==> config.mk <==
export PLATFORM = sky130hd
export DESIGN_NAME = uart_rx
export DESIGN_NICKNAME = d
export VERILOG_FILES = /design/src/rtl/uart_rx.sv
export SDC_FILE = /design/constraint.sdc
export NUM_CORES = 1
export LEC_CHECK = 0
export CORE_ASPECT_RATIO = 0.9
export CORE_UTILIZATION = 45
export CTS_CLUSTER_SIZE = 25
export DETAILED_ROUTE_END_ITERATION = 8
export PLACE_DENSITY = 0.7
export SKIP_LAST_GASP = 1
export SYNTH_ARGS = -nofsm -noshare
export SYNTH_HDL_FRONTEND = slang
export SYNTH_SLANG_ARGS = --single-unit
==> constraint.sdc <==
create_clock -name clk -period 2.4 [get_ports clk]
set_input_delay 0.6 -clock clk [delete_from_list [all_inputs] [get_ports clk]]
set_output_delay 0.6 -clock clk [all_outputs]
set_load 0.02 [all_outputs]
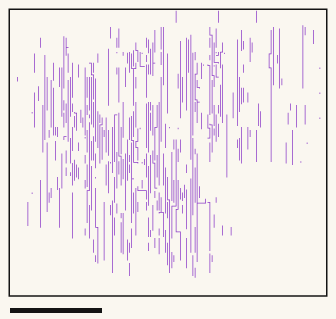
Fig. 1. Signal wires on met2 (run 1).
Bar = 20 µm.
share of all routed wire	47%
main direction	vertical
wire length on this layer	1700 µm
nets with wire on the layer	183
GRT met2 Usage: 30.25%
drt total wl: 3.651 mm
routed vias: 1499

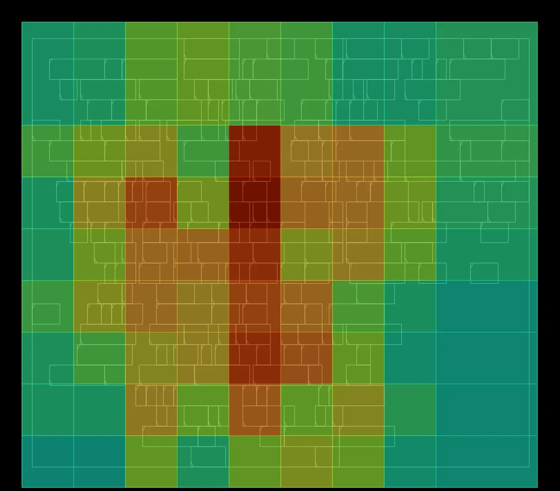
Fig. 2. Congestion heat map (run 1).
met1 Use GR: 25.53%
Util after Layout: 54.17%
Most Crowded Layer GR: met2
all-layer global routing usage: 19.67%

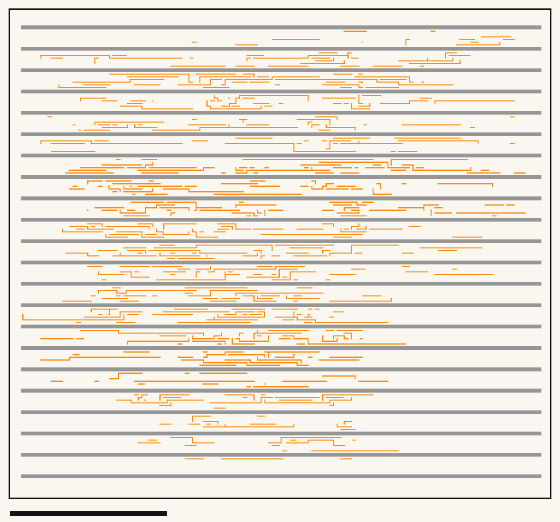
Fig. 3. Metal 1 (run 1).
Bar = 20 µm. Supply wires on this layer in grey.
nets with wire on the layer	194
main direction	horizontal

==> flow_summary.json, run 1 <==
{
  "largest_reg_flops": 13,
  "crit_path_end_kind": "flop",
  "viasPerCell": 5.902,
  "flop_cell": "dfxtp_1",
  "clk_pin_slew_worst_paths_ps": 70,
  "diodes": 0,
  "die_h_um": 62.05,
  "ys_sh_xor_pct": 5.344,
  "antenna_left": 0,
  "comb_share_pct": 46.58,
  "cts-buffers-inserted": 5,
  "clock_power_share_pct": 37.8,
  "seq_power_share_pct": 59.5,
  "fin_ws_ps": 269.9,
  "status": "finished, final reports clean",
  "drv_cap": 0,
  "fin_cells": 254,
  "p_leak_uw": 0.0007413,
  "clock_buffer_count": 7,
  "worst_setup_path_start_kind": "flop",
  "drt_iter0_drc": 63,
  "clkCellAreaFrac_pct": 3.968,
  "holdPathStages": 1
}
Fig. 4: run 1, clock distribution
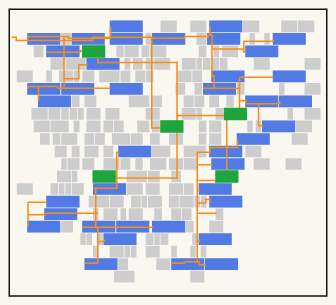

==> inputs of run 2 (changes only) <==
--- a/config.mk
+++ b/config.mk
@@ -5,11 +5,12 @@
 export SDC_FILE = /design/constraint.sdc
 export NUM_CORES = 1
 export LEC_CHECK = 0
+export ABC_AREA = 1
 export CORE_ASPECT_RATIO = 0.9
 export CORE_UTILIZATION = 45
 export CTS_CLUSTER_SIZE = 25
 export DETAILED_ROUTE_END_ITERATION = 8
-export PLACE_DENSITY = 0.7
+export PLACE_DENSITY = 0.72
 export SKIP_LAST_GASP = 1
 export SYNTH_ARGS = -nofsm -noshare
 export SYNTH_HDL_FRONTEND = slang
==> constraint.sdc (replaced) <==
create_clock -name clk -period 1.9 [get_ports clk]
set_input_delay 0.475 -clock clk [delete_from_list [all_inputs] [get_ports clk]]
set_output_delay 0.475 -clock clk [all_outputs]
set_load 0.02 [all_outputs]
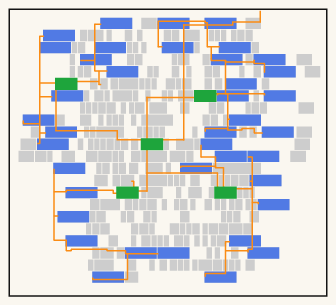
Fig. 5. Clock distribution (run 2).
[green] clock-net drivers | count: 5
[orange] clock wires | length: 465 µm
[blue] flip-flops | count: 39
flops lie	spread over the die
routed clock nets	6
Clk network pwr share: 43.4%
Clk power: 684 µW
worst skew pair latency: 290 ps
worst clock skew: 5.180 ps

==> flow_summary.json, run 2 <==
{
  "holdPathStages": 1,
  "finalSetupViolations": 0,
  "antenna_left": 0,
  "clock_buffer_count": 5,
  "worstPathRequired_ps": 2070,
  "remaining_drc_errors": 4,
  "seq_power_share_pct": 52.7,
  "flop_cell": "dfxtp_1",
  "seq_share_pct": 34.82,
  "status": "finished with violations",
  "fin_cells": 332,
  "power.share.combinational_pct": 3.9,
  "drv_cap": 0,
  "period_needed_ps": 1765,
  "period_used_pct": 92.92,
  "comb_share_pct": 44.03,
  "crit_path_max_incr_delay_ps": 400,
  "largest_reg_flops": 13,
  "drt_iter0_drc": 107,
  "clkCellAreaFrac_pct": 5.022,
  "warnings": 28,
  "worst_setup_path_start_kind": "flop",
  "grt-busiest-layer": "met2",
  "viasPerCell": 5.066,
  "crit_path_end_kind": "flop",
  "adder_share_pct": 2.586,
  "crit_type": "reg2reg",
  "fin_ws_ps": 134.6,
  "top_logic_kind": "simple AND/OR/NAND/NOR gates",
  "diodes": 0,
  "wl_met1_mm": 1.929,
  "post-route-util_pct": 54.67,
  "num_vias": 1682,
  "violations": "DRC",
  "dr_wl_met3_um": 213,
  "cts-buffers-inserted": 5,
  "die_h_um": 64.22,
  "top_area_share_pct": 40.34,
  "grt_setup_unrepaired": "true",
  "most_common_cell": "nand2_1",
  "ys_sh_xor_pct": 2.262,
  "p_leak_uw": 0.0008622
}
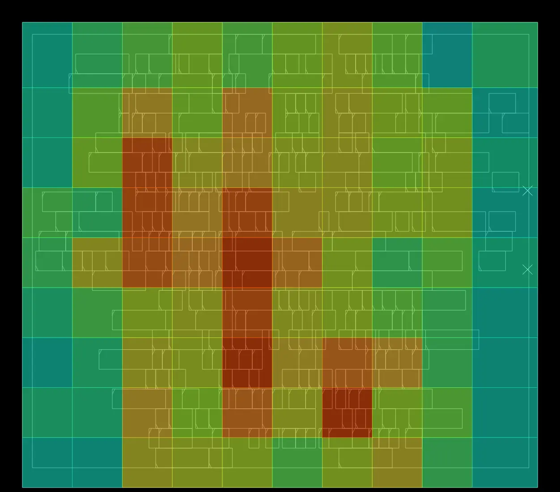
Fig. 6. Congestion heat map (run 2).
GRT met2 Usage: 28.00%
met1 Use GR: 25.68%
met3 Track Usage GR: 6.625%
all-layer global routing usage: 18.92%

Power figures rest on the tool's default switching activity, not on a simulated workload.
